### src/rtl/bp_fpga_host_nbf_rx_ctrl.sv
// NBF receive controller: assembles UART bytes into {data, addr, opcode}
// packets, presents them to a consumer under io credit flow control, and
// handles fence opcodes by waiting for all io credits to return.
//
// Ports:
//   clk_i, reset_i     clock, synchronous active-high reset
//   rx_v_i, rx_data_i  UART byte strobe and byte
//   rx_error_i         UART framing error strobe
//   nbf_o, nbf_v_o     assembled packet and its valid (registered)
//   nbf_yumi_i         consumer accepts the packet
//   credit_return_i    one io response retired
//   fence_done_o       one-cycle pulse when a fence completes
//   error_o            one-cycle pulse when a packet or byte is dropped
module bp_fpga_host_nbf_rx_ctrl #(
    parameter int unsigned nbf_addr_width_p = 40,
    parameter int unsigned nbf_data_width_p = 64,
    parameter int unsigned timeout_cycles_p = 1000000,
    parameter int unsigned io_credits_p     = 16,
    localparam int unsigned nbf_width_lp    = 8 + nbf_addr_width_p + nbf_data_width_p
) (
    input  logic                    clk_i,
    input  logic                    reset_i,
    input  logic                    rx_v_i,
    input  logic [7:0]              rx_data_i,
    input  logic                    rx_error_i,
    output logic [nbf_width_lp-1:0] nbf_o,
    output logic                    nbf_v_o,
    input  logic                    nbf_yumi_i,
    input  logic                    credit_return_i,
    output logic                    fence_done_o,
    output logic                    error_o
);

    localparam int unsigned addr_bytes_lp   = nbf_addr_width_p / 8;
    localparam int unsigned data_bytes_lp   = nbf_data_width_p / 8;
    localparam int unsigned max_bytes_lp    = (addr_bytes_lp > data_bytes_lp) ? addr_bytes_lp : data_bytes_lp;
    localparam int unsigned cnt_width_lp    = (max_bytes_lp > 1) ? $clog2(max_bytes_lp) : 1;
    localparam int unsigned idle_width_lp   = $clog2(timeout_cycles_p + 1);
    localparam int unsigned credit_width_lp = $clog2(io_credits_p + 1);
    localparam int unsigned addr_lsb_lp     = 8;
    localparam int unsigned data_lsb_lp     = 8 + nbf_addr_width_p;
    localparam logic [7:0]  fence_op_lp     = 8'hFE;

    typedef enum logic [2:0] {
        e_opcode,
        e_addr,
        e_data,
        e_send,
        e_fence
    } state_e;

    state_e                     state_q, state_n;
    logic [cnt_width_lp-1:0]    byte_cnt_q, byte_cnt_n;
    logic [idle_width_lp-1:0]   idle_q, idle_n;
    logic [credit_width_lp-1:0] credits_q, credits_n;
    logic [nbf_width_lp-1:0]    nbf_q, nbf_n;
    logic                       nbf_v_q, nbf_v_n;
    logic                       fence_done_q, fence_done_n;
    logic                       error_q, error_n;
    logic                       credit_dec;
    logic                       in_field;

    assign nbf_o        = nbf_q;
    assign nbf_v_o      = nbf_v_q;
    assign fence_done_o = fence_done_q;
    assign error_o      = error_q;

    // State register
    always_ff @(posedge clk_i) begin
        if (reset_i) begin
            state_q      <= e_opcode;
            byte_cnt_q   <= '0;
            idle_q       <= '0;
            credits_q    <= credit_width_lp'(io_credits_p);
            nbf_q        <= '0;
            nbf_v_q      <= 1'b0;
            fence_done_q <= 1'b0;
            error_q      <= 1'b0;
        end else begin
            state_q      <= state_n;
            byte_cnt_q   <= byte_cnt_n;
            idle_q       <= idle_n;
            credits_q    <= credits_n;
            nbf_q        <= nbf_n;
            nbf_v_q      <= nbf_v_n;
            fence_done_q <= fence_done_n;
            error_q      <= error_n;
        end
    end

    // Next-state, credit and output logic
    always_comb begin
        state_n      = state_q;
        byte_cnt_n   = byte_cnt_q;
        idle_n       = '0;
        credits_n    = credits_q;
        nbf_n        = nbf_q;
        nbf_v_n      = 1'b0;
        fence_done_n = 1'b0;
        error_n      = 1'b0;
        credit_dec   = nbf_v_q & nbf_yumi_i;
        in_field     = (state_q == e_addr) || (state_q == e_data);

        // A simultaneous accept and return cancel; returns at full are dropped.
        unique case ({credit_dec, credit_return_i})
            2'b10:   credits_n = credits_q - credit_width_lp'(1);
            2'b01:   if (credits_q != credit_width_lp'(io_credits_p))
                         credits_n = credits_q + credit_width_lp'(1);
            default: credits_n = credits_q;
        endcase

        unique case (state_q)
            e_opcode: begin
                if (rx_error_i) begin
                    error_n = 1'b1;
                end else if (rx_v_i) begin
                    nbf_n[7:0] = rx_data_i;
                    byte_cnt_n = '0;
                    state_n    = e_addr;
                end
            end

            e_addr: begin
                if (rx_error_i) begin
                    error_n = 1'b1;
                    state_n = e_opcode;
                end else if (rx_v_i) begin
                    for (int unsigned i = 0; i < addr_bytes_lp; i++) begin
                        if (byte_cnt_q == cnt_width_lp'(i))
                            nbf_n[addr_lsb_lp + 8*i +: 8] = rx_data_i;
                    end
                    if (byte_cnt_q == cnt_width_lp'(addr_bytes_lp - 1)) begin
                        byte_cnt_n = '0;
                        state_n    = e_data;
                    end else begin
                        byte_cnt_n = byte_cnt_q + cnt_width_lp'(1);
                    end
                end else if (idle_q == idle_width_lp'(timeout_cycles_p - 1)) begin
                    error_n = 1'b1;
                    state_n = e_opcode;
                end
            end

            e_data: begin
                if (rx_error_i) begin
                    error_n = 1'b1;
                    state_n = e_opcode;
                end else if (rx_v_i) begin
                    for (int unsigned i = 0; i < data_bytes_lp; i++) begin
                        if (byte_cnt_q == cnt_width_lp'(i))
                            nbf_n[data_lsb_lp + 8*i +: 8] = rx_data_i;
                    end
                    if (byte_cnt_q == cnt_width_lp'(data_bytes_lp - 1)) begin
                        byte_cnt_n = '0;
                        state_n    = e_send;
                    end else begin
                        byte_cnt_n = byte_cnt_q + cnt_width_lp'(1);
                    end
                end else if (idle_q == idle_width_lp'(timeout_cycles_p - 1)) begin
                    error_n = 1'b1;
                    state_n = e_opcode;
                end
            end

            e_send: begin
                // No buffering: bytes arriving while a packet is held are dropped.
                error_n = rx_v_i | rx_error_i;
                if (nbf_q[7:0] == fence_op_lp)
                    state_n = e_fence;
                else if (credit_dec)
                    state_n = e_opcode;
            end

            e_fence: begin
                error_n = rx_v_i | rx_error_i;
                // Look ahead at next-cycle credits so the pulse follows the last return directly.
                if (credits_n == credit_width_lp'(io_credits_p)) begin
                    fence_done_n = 1'b1;
                    state_n      = e_opcode;
                end
            end

            default: begin
                state_n = e_opcode;
            end
        endcase

        // Idle counter only runs while mid-field and resets on any byte or state change.
        if (in_field && !rx_v_i && (state_n == state_q))
            idle_n = idle_q + idle_width_lp'(1);

        // Valid is registered from next-cycle state and credits.
        nbf_v_n = (state_n == e_send) && (nbf_n[7:0] != fence_op_lp) && (credits_n != '0);
    end

endmodule

### config.mk
export PLATFORM = sky130hd
export DESIGN_NAME = bp_fpga_host_nbf_rx_ctrl
export DESIGN_NICKNAME = d
export VERILOG_FILES = /design/src/rtl/bp_fpga_host_nbf_rx_ctrl.sv
export SDC_FILE = /design/constraint.sdc
export NUM_CORES = 1
export LEC_CHECK = 0
export ABC_AREA = 0
export CORE_MARGIN = 1.5
export CORE_UTILIZATION = 25
export DETAILED_ROUTE_END_ITERATION = 8
export GPL_ROUTABILITY_DRIVEN = 1
export SLEW_MARGIN = 0
export SYNTH_ARGS = -nofsm -noshare
export SYNTH_HDL_FRONTEND = slang
export SYNTH_SLANG_ARGS = --single-unit
### constraint.sdc
create_clock -name clk_i -period 2.6 [get_ports clk_i]
set_input_delay 0.52 -clock clk_i [delete_from_list [all_inputs] [get_ports clk_i]]
set_output_delay 0.52 -clock clk_i [all_outputs]
set_load 0.05 [all_outputs]
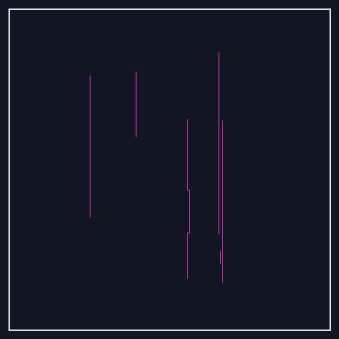
(images/layer_met4.png)
(2 px per µm)
The layer holds 2.0% of the routed length. 5 nets have wire on it. The wires run mostly vertical.
final wirelength: 17.9 mm
routed vias: 5243

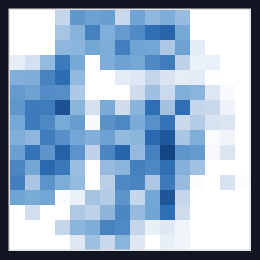
(images/cell_density.png)
(1.5 px per µm) 16 x 16 tiles, from white (low) to dark blue (high), 0 to 100% covered.
The fullest tile reaches 92%. 28% of the tiles are nearly empty. 4.3% of the tiles are over 75% full. The mean over all tiles is 32%. The emptiest ninth of the die: south-east. The densest ninth of the die: west.

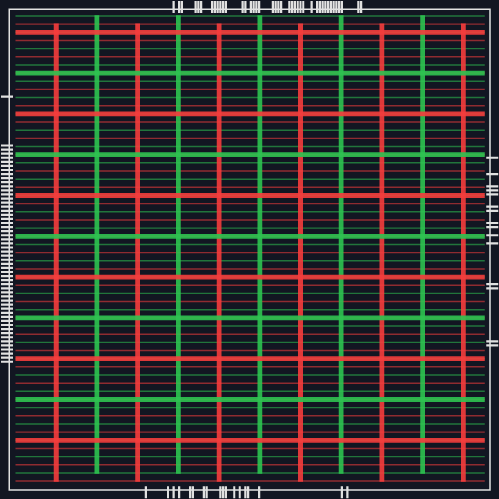
(images/power_grid.png)
(3 px per µm) Pins as bars on the die edge.
Key: green = VDD; red = VSS
129 signal pins sit on the boundary. 11 straps on met5. The core has 57 rows. 58 met1 rails follow the rows. 11 straps on met4.
largest vdd supply drop: 443 µV
Die X-Extent: 160 µm

==> impl_metrics.json <==
{
  "r2r_cells": 7,
  "timing.final.crit_share": 0.864,
  "timing.fmax_mhz": 445,
  "hold_depth": 2,
  "cp_max_fo": 6,
  "outcome": "complete, no violations",
  "drt-wirelength-per-cell_um": 15.5,
  "core_util_floorplan": 0.253,
  "hold_path_end": "nbf_o[48]",
  "layout.nonclk_buf_frac": 0.189,
  "hold_buffers": 0,
  "postPlaceCellArea_um2": 7970,
  "cts_sinks": 146,
  "drv_cap": 0,
  "clock_latency_ns": 0.42,
  "ys_ff": 146,
  "overflow": 0,
  "ctsHtreeMaxLevel": 4,
  "comb_share": 0.343,
  "inv_count": 15,
  "reg2reg_from": "state_q[1]",
  "port_buffers": 128,
  "taps": 324,
  "netlist_instances": 685,
  "start_kind": "primary input",
  "reg2reg_slack_ns": 0.44,
  "yosysTopAreaCell": "dfxtp_1",
  "cts_resized": 0,
  "chip_area_um2": 25500,
  "yosys_warnings": 0,
  "cts_root_buf": "clkbuf_16",
  "worstSetupPathType": "primary input to flop",
  "critical_path_depth": 10,
  "cts_tree": "yes",
  "final_nets": 846,
  "switchingPower_mw": 1.14,
  "top_area_frac": 0.476,
  "startpoint": "nbf_yumi_i",
  "hold_viol": 0,
  "comb.multi_input.count": 480,
  "p_per_area_nw_per_um2": 608,
  "switching_share": 0.218,
  "grt_pass1_vias": 4987,
  "cp_cell_sequence": "clkdlybuf4s50_1 > nand2_1 > inv_1 > ha_1 > nand2b_1 > o21ai_0 > a311oi_1 > and4b_1 > nand3b_1 > and3_1",
  "logic_area_um2": 2960,
  "n_all_buffers": 161,
  "dpl.cell_count": 1126,
  "yosys.stat.seqShare": 0.476,
  "drc": 0,
  "rsz0062_at_grt": "false",
  "grt_pass1_wl_mm": 28.5,
  "fin_hold_ws_ns": 0.452,
  "drtPass1Iterations": 5,
  "power_frac_seq": 0.431,
  "area_growth_pct": 40.4,
  "cp.arrival_ns": 2.56,
  "timing.final.crit_period_ns": 2.25,
  "num_antenna_cells": 0,
  "p_leak_nw": 2.95,
  "clock_area_frac": 0.0755,
  "critPathCapture": "nbf_v_o",
  "synth_area_um2": 6140,
  "most_common_cell": "dfxtp_1",
  "pwr-share-clk": 0.520,
  "n_clock_buffer": 21,
  "design.core.area_um2": 24200,
  "slowest_stage": "clkdlybuf4s50_1",
  "slew_violations": 0,
  "min_from": "nbf_o[48]",
  "syn_nets": 710,
  "final-seq-area_um2": 2920,
  "tool_warnings": 32,
  "via_per_inst": 4.53,
  "numSequentialCells": 146,
  "yosys-top-cells-area": "dfxtp_1 (48%), mux2i_1 (9.1%), nand3_1 (5.5%)",
  "layout-drive-gt1-share": 0.120,
  "cts_buffers": 17,
  "antenna_found_initial": 0,
  "worst-path-buf-inv": 2,
  "sh_seq_area": 0.339,
  "pin_count": 129,
  "setup_tns_ns": 0,
  "dominant_cells": "combinational gates",
  "grt_max_degree": 63,
  "rows": 57,
  "place_hpwl_mm": 11.9,
  "max_stage_delay_ns": 0.42,
  "drt_iter0_markers": 261,
  "ys_types": 58,
  "synthFlopType": "dfxtp_1",
  "clock_path_buffers": 2,
  "final_cells": 1157,
  "clkTransAtPathRegs_ns": 0.06,
  "r2r_end": "idle_q[6]",
  "cts_post_setup_buffers_inserted": 0,
  "ant_nets": 0,
  "async_flop_share": 0,
  "gp_congestion": 0.868,
  "common_cells": "dfxtp_1 (146), nand2_1 (84), nor2_1 (77), nand3_1 (68), a21oi_1 (61)",
  "worstMarginPinSlew_ns": 0.802,
  "cp.required_ns": 2.91,
  "timing.final.ws_setup_ns": 0.354,
  "pre_cts_ws_ns": -0.0308,
  "final_util": 0.356,
  "pwr-share-comb": 0.049,
  "cp-end-kind": "flop",
  "critPathTopFamily": "simple AND/OR/NAND/NOR gates",
  "yosysChipArea_um2": 6140,
  "hold_path_class": "flop to flop",
  "edf_count": 0,
  "design_area_um2": 8620,
  "avgSynthCellArea_um2": 8.97,
  "fin_total_pwr_mw": 5.24,
  "fillers": 2482,
  "fin_worst_skew_ns": 0.00807,
  "grt.total_usage": 0.142
}
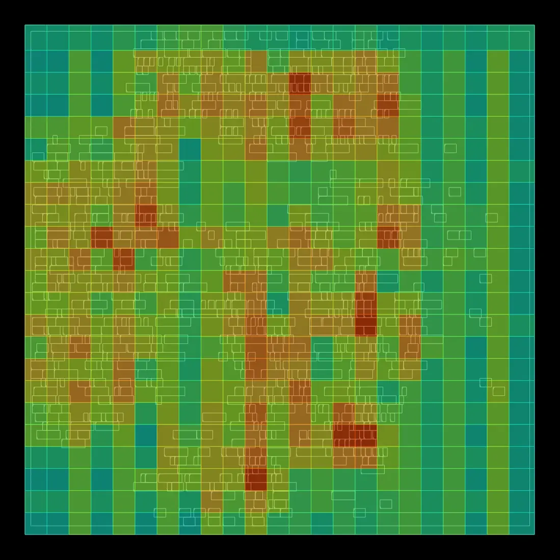
(images/congestion.png)
grt met3 use: 0.0532
routing usage on met1: 0.188
global routing's busiest layer: met2

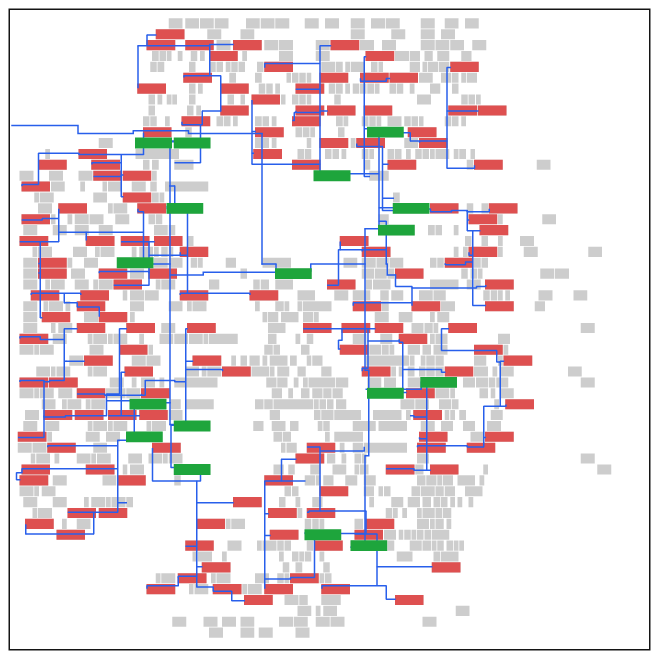
(images/clk_routes.png)
(4 px per µm)
Key: red = flip-flops [count 146]; green = clock drivers [count 17]; blue = clock wires [length 2030 µm]
There are 18 routed clock nets. Position of the flops: spread over the die.

[worst min-delay path, delay by kind of cell (launching register included)]
family	cells	cell delay (ns)
flip-flops	1	0.31
AND/OR/NAND/NOR	1	0.05
AND-OR/OR-AND	1	0.05
[cells by family after synthesis]
family / share of synthesized area
AND-OR/OR-AND: 0.0868
adder cells (fa/ha/maj): 0.0224
AND/OR/NAND/NOR: 0.253
XOR/XNOR: 0.0283
flip-flops: 0.476
multiplexers: 0.0913
buffers and inverters: 0.0424
[state kept, by name (all words and copies together), names as in the netlist]
signal        flops
state_q           3
nbf_o           112
byte_cnt_q        3
credits_q         5
idle_q           20
error_o           1
nbf_v_o           1
fence_done_o      1
[power groups by stage]
stage / sequential [mW] / clock, mW / combinational [mW]
after global placement: 2.31 / 0 / 0.258
after CTS: 2.26 / 2.78 / 0.258
final: 2.26 / 2.72 / 0.256
after floorplan: 2.34 / 0 / 0.108
after detailed placement: 2.31 / 0 / 0.257
after global routing: 2.26 / 2.88 / 0.276
[placed cells by master, fill, tap and decap left out, types with 11 or more instances in the layout]
| cell | netlist | routed |
|---|---|---|
| a21oi_1 | 61 | 61 |
| buf_4 | 2 | 26 |
| clkbuf_16 | 0 | 17 |
| clkdlybuf4s50_1 | 0 | 127 |
| dfxtp_1 | 146 | 146 |
| ha_1 | 11 | 11 |
| inv_1 | 15 | 15 |
| mux2i_1 | 56 | 56 |
| nand2_1 | 84 | 84 |
| nand3_1 | 68 | 68 |
| nor2_1 | 77 | 77 |
| nor3_2 | 20 | 20 |
| xnor2_1 | 12 | 12 |
[metal layers]
metal	vias up	part of all wire	global-route usage
met2	146	0.43	0.211
li1	2627	-	-
met3	19	0.081	0.0532
met4	0	0.020	0.0523
met5	-	0	0
met1	2451	0.47	0.188
Power is estimated from default activity; no workload was simulated.
